Run 1, layout detail:
Window x 27 to 52, y 27 to 52 um. Cells in gray, sequential cells in the stronger gray; small squares are vias.
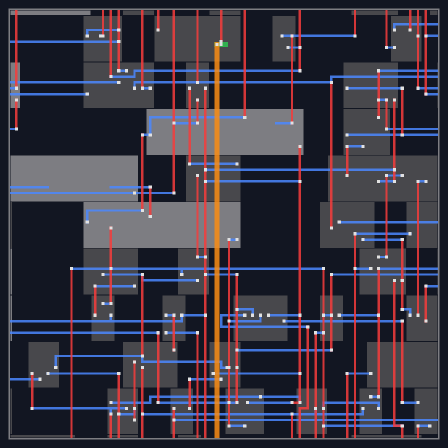
Run 1, M2 wires:
Scale: 4 px per um.
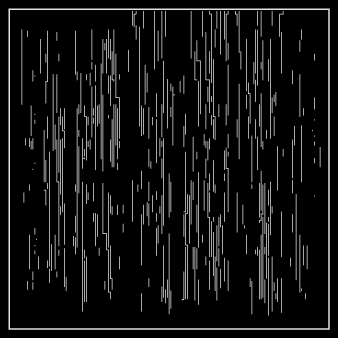
Run 1, routing congestion:
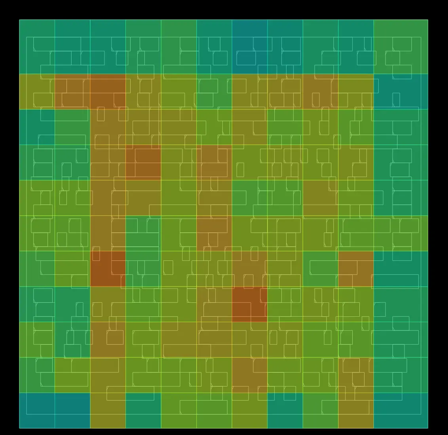
**src/rtl/pipe_ctrl_if.sv**
```systemverilog
// Hazard/stall interface between the pipeline datapath and pipe_ctrl.
// The master modport drives the hazard inputs, and the slave modport is the controller side.
interface pipe_ctrl_if #(
  parameter int NSTAGES = 5
);
  logic               i_ICache_Miss;
  logic               i_DCache_Miss;
  logic               i_LoadUse;
  logic               i_Redirect;
  logic               i_Fetch_Valid;
  logic [NSTAGES-1:0] o_Stall;
  logic [NSTAGES-1:0] o_Flush;
  logic [NSTAGES-1:0] o_Valid;
  logic [1:0]         o_State;
  logic               o_Timeout;
  logic [15:0]        o_Stall_Cnt;

  modport master (
    output i_ICache_Miss, i_DCache_Miss, i_LoadUse, i_Redirect, i_Fetch_Valid,
    input  o_Stall, o_Flush, o_Valid, o_State, o_Timeout, o_Stall_Cnt
  );

  modport slave (
    input  i_ICache_Miss, i_DCache_Miss, i_LoadUse, i_Redirect, i_Fetch_Valid,
    output o_Stall, o_Flush, o_Valid, o_State, o_Timeout, o_Stall_Cnt
  );
endinterface

```
**src/rtl/pipe_ctrl.sv**
```systemverilog
// Pipeline hazard controller: prioritised stall/flush generation, stage occupancy
// tracking, and a miss-wait watchdog that parks the pipe in ERR.
//
// state | meaning
// RUN   | normal flow, or a single-cycle hazard being handled
// IWAIT | waiting on an instruction-cache miss
// DWAIT | waiting on a data-cache miss
// ERR   | miss wait exceeded MISS_TO; everything frozen until reset
module pipe_ctrl #(
  parameter int NSTAGES     = 5,
  parameter int FLUSH_STAGE = 2,
  parameter int MISS_TO     = 255
) (
  input  logic       Clk,
  input  logic       Rst,
  pipe_ctrl_if.slave pif
);

  typedef enum logic [1:0] {
    S_RUN   = 2'd0,
    S_IWAIT = 2'd1,
    S_DWAIT = 2'd2,
    S_ERR   = 2'd3
  } state_e;

  localparam logic [15:0]        MISS_TO_C  = 16'(MISS_TO);
  localparam logic [NSTAGES-1:0] ONE_C      = NSTAGES'(1);
  localparam logic [NSTAGES-1:0] REDIR_MASK = ((ONE_C << (FLUSH_STAGE + 1)) - ONE_C) & ~ONE_C;
  localparam logic [NSTAGES-1:0] DM_STALL   = {1'b0, {(NSTAGES-1){1'b1}}};
  localparam logic [NSTAGES-1:0] DM_FLUSH   = {1'b1, {(NSTAGES-1){1'b0}}};

  state_e             state_q, state_d;
  logic [15:0]        wait_cnt_q, wait_cnt_d;
  logic [15:0]        stall_cnt_q, stall_cnt_d;
  logic [NSTAGES-1:0] valid_q, valid_d, valid_shift;
  logic [NSTAGES-1:0] stall, flush;
  logic               timeout_q, timeout_d;
  logic               in_wait;

  assign in_wait = (state_q == S_IWAIT) || (state_q == S_DWAIT);

  // Reset is folded in here so the datapath sees bubbles while Rst is low.
  always_comb begin
    stall = '0;
    flush = '0;
    if (!Rst) begin
      flush = '1;
    end else if (state_q == S_ERR) begin
      stall = '1;
    end else if (pif.i_DCache_Miss) begin
      stall = DM_STALL;
      flush = DM_FLUSH;
    end else if (pif.i_Redirect) begin
      flush = REDIR_MASK;
    end else if (pif.i_ICache_Miss) begin
      stall = NSTAGES'(1);
      flush = NSTAGES'(2);
    end else if (pif.i_LoadUse) begin
      stall = NSTAGES'(3);
      flush = NSTAGES'(4);
    end
  end

  always_comb begin
    state_d = state_q;
    if (state_q == S_ERR) begin
      state_d = S_ERR;
    end else if (in_wait && (wait_cnt_q == MISS_TO_C)) begin
      state_d = S_ERR;
    end else if (pif.i_DCache_Miss) begin
      state_d = S_DWAIT;
    end else if (pif.i_Redirect) begin
      state_d = S_RUN;
    end else if (pif.i_ICache_Miss) begin
      state_d = S_IWAIT;
    end else begin
      state_d = S_RUN;
    end

    wait_cnt_d  = (in_wait && (state_d == state_q)) ? wait_cnt_q + 16'd1 : 16'd0;
    timeout_d   = (state_d == S_ERR) && (state_q != S_ERR);
    stall_cnt_d = (stall[0] && (stall_cnt_q != 16'hFFFF)) ? stall_cnt_q + 16'd1 : stall_cnt_q;

    valid_shift = {valid_q[NSTAGES-2:0], pif.i_Fetch_Valid & ~pif.i_ICache_Miss};
    valid_d     = ~flush & ((stall & valid_q) | (~stall & valid_shift));
  end

  always_ff @(posedge Clk or negedge Rst) begin
    if (!Rst) begin
      state_q     <= S_RUN;
      wait_cnt_q  <= '0;
      stall_cnt_q <= '0;
      valid_q     <= '0;
      timeout_q   <= 1'b0;
    end else begin
      state_q     <= state_d;
      wait_cnt_q  <= wait_cnt_d;
      stall_cnt_q <= stall_cnt_d;
      valid_q     <= valid_d;
      timeout_q   <= timeout_d;
    end
  end

  assign pif.o_Stall     = stall;
  assign pif.o_Flush     = flush;
  assign pif.o_Valid     = valid_q;
  assign pif.o_State     = state_q;
  assign pif.o_Timeout   = timeout_q;
  assign pif.o_Stall_Cnt = stall_cnt_q;

endmodule

```
**src/flat_wrapper.sv**
```systemverilog
// flat-port wrapper written by rule: the top's interface ports become plain ports
module pipe_ctrl_flat 
#(
  parameter int NSTAGES     = 5,
  parameter int FLUSH_STAGE = 2,
  parameter int MISS_TO     = 255
)
  (Clk, Rst, pif_i_ICache_Miss, pif_i_DCache_Miss, pif_i_LoadUse, pif_i_Redirect, pif_i_Fetch_Valid, pif_o_Stall, pif_o_Flush, pif_o_Valid, pif_o_State, pif_o_Timeout, pif_o_Stall_Cnt);
  pipe_ctrl_if #(.NSTAGES(NSTAGES)) pif_i ();
  input  logic Clk;
  input  logic Rst;
  input wire logic [$bits(pif_i.i_ICache_Miss)-1:0] pif_i_ICache_Miss;
  input wire logic [$bits(pif_i.i_DCache_Miss)-1:0] pif_i_DCache_Miss;
  input wire logic [$bits(pif_i.i_LoadUse)-1:0] pif_i_LoadUse;
  input wire logic [$bits(pif_i.i_Redirect)-1:0] pif_i_Redirect;
  input wire logic [$bits(pif_i.i_Fetch_Valid)-1:0] pif_i_Fetch_Valid;
  output wire logic [$bits(pif_i.o_Stall)-1:0] pif_o_Stall;
  output wire logic [$bits(pif_i.o_Flush)-1:0] pif_o_Flush;
  output wire logic [$bits(pif_i.o_Valid)-1:0] pif_o_Valid;
  output wire logic [$bits(pif_i.o_State)-1:0] pif_o_State;
  output wire logic [$bits(pif_i.o_Timeout)-1:0] pif_o_Timeout;
  output wire logic [$bits(pif_i.o_Stall_Cnt)-1:0] pif_o_Stall_Cnt;
  assign pif_i.i_ICache_Miss = pif_i_ICache_Miss;
  assign pif_i.i_DCache_Miss = pif_i_DCache_Miss;
  assign pif_i.i_LoadUse = pif_i_LoadUse;
  assign pif_i.i_Redirect = pif_i_Redirect;
  assign pif_i.i_Fetch_Valid = pif_i_Fetch_Valid;
  assign pif_o_Stall = pif_i.o_Stall;
  assign pif_o_Flush = pif_i.o_Flush;
  assign pif_o_Valid = pif_i.o_Valid;
  assign pif_o_State = pif_i.o_State;
  assign pif_o_Timeout = pif_i.o_Timeout;
  assign pif_o_Stall_Cnt = pif_i.o_Stall_Cnt;
  pipe_ctrl #(.NSTAGES(NSTAGES), .FLUSH_STAGE(FLUSH_STAGE), .MISS_TO(MISS_TO)) u_core (.Clk(Clk), .Rst(Rst), .pif(pif_i));
endmodule
```
**config.mk**
```make
export PLATFORM = sky130hd
export DESIGN_NAME = pipe_ctrl_flat
export DESIGN_NICKNAME = d
export VERILOG_FILES = /design/src/rtl/pipe_ctrl_if.sv /design/src/rtl/pipe_ctrl.sv /design/src/flat_wrapper.sv
export SDC_FILE = /design/constraint.sdc
export NUM_CORES = 1
export LEC_CHECK = 0
export CELL_PAD_IN_SITES_DETAIL_PLACEMENT = 2
export CELL_PAD_IN_SITES_GLOBAL_PLACEMENT = 2
export CORE_MARGIN = 1
export CORE_UTILIZATION = 34
export CTS_CLUSTER_DIAMETER = 60
export DETAILED_ROUTE_END_ITERATION = 10
export GPL_ROUTABILITY_DRIVEN = 1
export GPL_TIMING_DRIVEN = 0
export MAX_ROUTING_LAYER = met4
export PLACE_DENSITY_LB_ADDON = 0.1
export SLEW_MARGIN = 20
export SYNTH_ARGS = -nofsm -noshare
export SYNTH_HDL_FRONTEND = slang
export SYNTH_SLANG_ARGS = --single-unit
```
**constraint.sdc**
```tcl
create_clock -name Clk -period 5.15 [get_ports Clk]
set_input_delay 1.03 -clock Clk [delete_from_list [all_inputs] [get_ports Clk]]
set_output_delay 1.03 -clock Clk [all_outputs]
set_load 0.05 [all_outputs]
```
==> results.yml, run 1 <==
# flow metrics
status:
  run_status: "finished, final reports clean"
pwr:
  p_leak_nw: 1.077
  comb_power_share_pct: 27.2
  clk-power_mw: 0.282
  powerSeq_mw: 0.380
  pwr-share-clk_pct: 31.0
  powerDensity_nw_per_um2: 339.6
  seqPwrFrac_pct: 41.8
  comb_power_mw: 0.247
  ir_drop_mv: 0.2149
  sw_frac_of_total_pct: 34.21
  p_switching_mw: 0.3110
  power_mw: 0.9090
  power-top-group: "registers"
  internal_power_mw: 0.5980
route:
  wl_met1_um: 2488
  drc: 0
  dr_wl_met2_um: 2415
  drtIter0Drc: 27
  route.met3.wl_um: 182
  top_layer_used: "met4"
  ant_nets: 0
timing:
  finalHoldViolCount: 0
  drv_slew: 0
  hold_slack_ns: 0.5204
  finalClockSkew_ns: 0.005636
  tns_ns: 0
  setup_viol: 0
final_layout:
  clock_buffers: 7
  num-multi-input-gates: 152
  area_share_nonclk_buffers_pct: 16.64
  logic_area_um2: 983.4
  fill_cells: 592
  drive_gt1_share_pct: 11.51
  clk_share_pct: 4.722
  comb_area_share_pct: 36.75
  seq_area_um2: 1001
die:
  design.core.area_um2: 5642
  die_h_um: 79.55
  dieWidth_um: 79.55
  fp-utilization_pct: 36.24
  die_area_um2: 6327
worst_hold_path:
  hold_depth: 2
  hold_path_end: "u_core.pif.o_Valid[0]"
  hp-start: "u_core.pif.o_Valid[0]"
  hp-class: "reg -> reg"
synthesis:
  ys_cells: 203
  synth_seq_share_pct: 48.96
  yosys.area_share.adder_pct: 1.836
  fp_nets: 213
  synth_flops: 40
  avgSynthCellArea_um2: 10.07
  logic_family: "simple AND/OR/NAND/NOR gates"
  synth_top_area_share_pct: 48.96
  syn_inst: 203
  edf_count: 0
  ys.warnings.count: 0
  top_cells_by_count: "dfrtp_1 (40), nand2_1 (22), nor2_1 (19)"
clock_network:
  cts_hold_buffers: 0
  post_cts_resized: 0
  cts_buffer_depth: 2
  cts_tree: "done"
  post_cts_buffers: 0
  cts_max_level: 2
  numCtsBuffers: 5
setup_path:
  crit_cells: 5
  slowest_delay_ns: 0.89
  rr_worst_depth: 7
  worstReg2RegEnd: "u_core.wait_cnt_q[9]"
  endpoint: "pif_o_Stall[0]"
  slowest_stage: "clkdlybuf4s50_1"
  crit_buf_inv: 4
  critical_path.max_fanout: 30
  cp_data_required_time_ns: 4.12
  arrival_ns: 3.13
global_route:
  grt_pass1_wl_um: 8583
  grt_pass1_vias: 1758
  antenna_found_initial: 0
placed_design:
  routabilityCongestion: 0.6908
  pre_cts_ws_ns: 0.9363
  numPortBuffers: 40
run:
  maxCapViolCount: 0
Notes on 'layout detail' above:
color	layer
orange	met4
blue	met1
green	met3
red	met2
most frequent	nand3_1 (5), nor2_1 (5), dfrtp_1 (3)
sequential cells in the window	3
cells with their middle in the window	31
netlist names of flops here include	u_core.wait_cnt_q (2), u_core.pif.o_Stall_Cnt (1)

Notes on 'M2 wires' above:
longest straight run	34.7 um
wire length on this layer	2420 um
Vias: 1669
grt met2 use: 28.63%
total wire length: 5128 um

Notes on 'routing congestion' above:
M3 GR Usage: 3.657%
M1 GR Usage: 22.82%
Most Used Layer, Global Route: met2
drt wl/cell: 15.83 um
GRT Util Overall: 17.86%

==> run 1: placed cells by master (no fill, tap or decap), types with 3 or more instances in the layout <==
master	n
nor2_2	10
o21ai_0	3
a31oi_1	3
nand2_1	22
dfrtp_1	40
inv_1	8
clkbuf_8	7
clkdlybuf4s50_1	39
nand4_1	8
and3_1	5
nand3_1	13
ha_1	3
xnor2_1	11
nor2_1	19
a21oi_1	6
nor3_1	4
xor2_1	13
==> run 1: per-stage QoR <==
| stage | cells | area, um2 |
|---|---|---|
| after floorplan | 203 | 2044 |
| after global placement | 315 | 2535 |
| after detailed placement | 316 | 2550 |
| after CTS | 324 | 2676 |
| after global routing | 324 | 2676 |
| final | 324 | 2676 |
Run 1, sequential cells grouped by signal name:
Scale: 4 px per um.
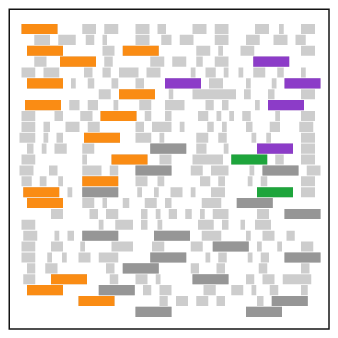

==> run 2, diff against run 1 <==
--- a/config.mk
+++ b/config.mk
@@ -8,7 +8,7 @@
 export CELL_PAD_IN_SITES_DETAIL_PLACEMENT = 2
 export CELL_PAD_IN_SITES_GLOBAL_PLACEMENT = 2
 export CORE_MARGIN = 1
-export CORE_UTILIZATION = 34
+export CORE_UTILIZATION = 29
 export CTS_CLUSTER_DIAMETER = 60
 export DETAILED_ROUTE_END_ITERATION = 10
 export GPL_ROUTABILITY_DRIVEN = 1
==> constraint.sdc (replaced) <==
create_clock -name Clk -period 3.5 [get_ports Clk]
set_input_delay 0.7 -clock Clk [delete_from_list [all_inputs] [get_ports Clk]]
set_output_delay 0.7 -clock Clk [all_outputs]
set_load 0.05 [all_outputs]
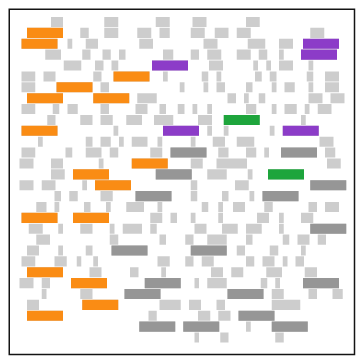
Run 2: sequential cells grouped by signal name
Scale: 4 px per um.
color	name in the netlist	sequential cells
purple	u_core.pif.o_Valid	5
orange	u_core.pif.o_Stall_Cnt	16
green	u_core.pif.o_State	2
not colored	17
Seq group: 0.557 mW
Finished Core Util: 39.37%
sequential cell area share: 37.42%
Reg area: 1001 um2

==> run 2 against run 1 <==
Cell count grew 7.4%. Via count is 0.84% higher. Core utilization fell by 8.1 points. Non-clock buffer count did not move. Critical path depth rose by 1. Sequential power is 47% higher. Critical endpoint is now pif_o_Flush[1]. Final area about the same. Hold slack got worse by 0.21 ns.
==> results.yml, run 2 <==
# flow metrics
clock_network:
  cts-root-buf: "clkbuf_8"
  cts_buffer_depth: 2
  cts_tree: "done"
  cts_hold_buffers: 0
  post_cts_resized: 0
  post_cts_buffers: 0
  cts_max_level: 2
  numCtsBuffers: 5
pwr:
  internal_power_mw: 0.7894
  p_leak_nw: 1.068
  powerDensity_nw_per_um2: 462.3
  comb_power_share_pct: 29.0
  sw_frac_of_total_pct: 36.17
  ir_drop_mv: 0.3913
  p_switching_mw: 0.4473
  pwr-share-clk_pct: 25.9
  power_mw: 1.237
  seqPwrFrac_pct: 45.0
die:
  design.core.area_um2: 6794
  io_pins: 41
  dieWidth_um: 85.97
  fp-utilization_pct: 30.09
  die_h_um: 85.97
  die_area_um2: 7390
status:
  run_status: "finished, final reports clean"
route:
  drtIter0Drc: 63
  top_layer_used: "met4"
  route.met3.wl_um: 138
  ant_nets: 0
  first_pass_iters: 4
  routed_wl_um: 5143
  dr_wl_met2_um: 2518
  wl_met1_um: 2437
  drc: 0
  vias: 1683
  wire_per_inst_um: 14.78
timing:
  finalClockSkew_ns: 0.005197
  tns_ns: 0
  hold_slack_ns: 0.3093
  finalHoldViolCount: 0
  fin_ws_ns: 0.1658
  fin_crit_ns: 3.334
  setup_viol: 0
  rsz0062_at_grt: "no"
  drv_slew: 0
synthesis:
  fp_nets: 213
  ys.flop_type: "dfrtp_1"
  top_area_cell: "dfrtp_1"
  async_flop_share_pct: 100.0
  logic_family: "simple AND/OR/NAND/NOR gates"
  synth_flops: 40
  yosysMostFrequentCell: "dfrtp_1"
  syn_inst: 203
  edf_count: 0
  synth_top_area_share_pct: 48.96
  ys.warnings.count: 0
  syn-cell-area_um2: 2044
  synth_seq_share_pct: 48.96
  ys_cells: 203
  avgSynthCellArea_um2: 10.07
  top_cells_by_count: "dfrtp_1 (40), nand2_1 (22), nor2_1 (19)"
  yosys.area_share.adder_pct: 1.836
final_layout:
  antenna_cells: 0
  nets: 261
  mostFrequentLayoutCell: "dfrtp_1"
  drive_gt1_share_pct: 10.71
  final_area_um2: 2675
  instances_no_fill: 348
  final_cell_mix: "dfrtp_1 (40), clkdlybuf4s50_1 (38), nand2_1 (22)"
run:
  maxCapViolCount: 0
setup_path:
  cp_data_required_time_ns: 2.80
  worstReg2RegEnd: "u_core.wait_cnt_q[8]"
  critPathLaunch: "pif_i_DCache_Miss"
  path_class: "in -> out"
  endpoint: "pif_o_Flush[1]"
  arrival_ns: 2.63
  critical_path.max_fanout: 5
  rr_worst_depth: 7
  critPathCaptureType: "output pin"
  start_kind: "primary input"
global_route:
  use_met1_pct: 19.15
  grt_pass1_wl_um: 8859
  busiest_layer: "met2"
  antenna_found_initial: 0
  met2_usage_pct: 26.26
  use_met3_pct: 3.176
  grt.total_usage_pct: 15.70
  grt_pass1_vias: 1785
placed_design:
  dp.cells: 340
  pre_cts_ws_ns: 0.02043
  place_area_um2: 2580
  numPortBuffers: 40
  routabilityCongestion: 0.7006
worst_hold_path:
  hp-class: "in -> async"
==> run 2: cell counts after synthesis <==
No cell type changed its count.
==> run 2: final cells by class <==
type	instances	area [um2]
fillers	746	4119
flip-flops and latches	40	1001
well taps	96	120.1
clock buffers	8	90.09
plain buffers	3	30.03
multi-input cells	152	983.4
repair buffers	41	420.4
inverters	8	30.03
==> run 2: worst max-delay path, stage by stage <==
cell	delay, ns
clkdlybuf4s50_1	0.43
or2_2	0.35
nand2_1	0.13
inv_1	0.11
nor2_1	0.11
clkdlybuf4s50_1	0.80
==> run 2: power groups by stage <==
stage	registers, mW	clock network [mW]	logic [mW]
after global placement	0.567	0	0.356
after global routing	0.565	0.357	0.381
after CTS	0.558	0.346	0.363
after floorplan	0.689	0	0.0994
after detailed placement	0.566	0	0.361
final	0.557	0.321	0.359
No activity file was given, so power comes from the tool's default toggle rates.
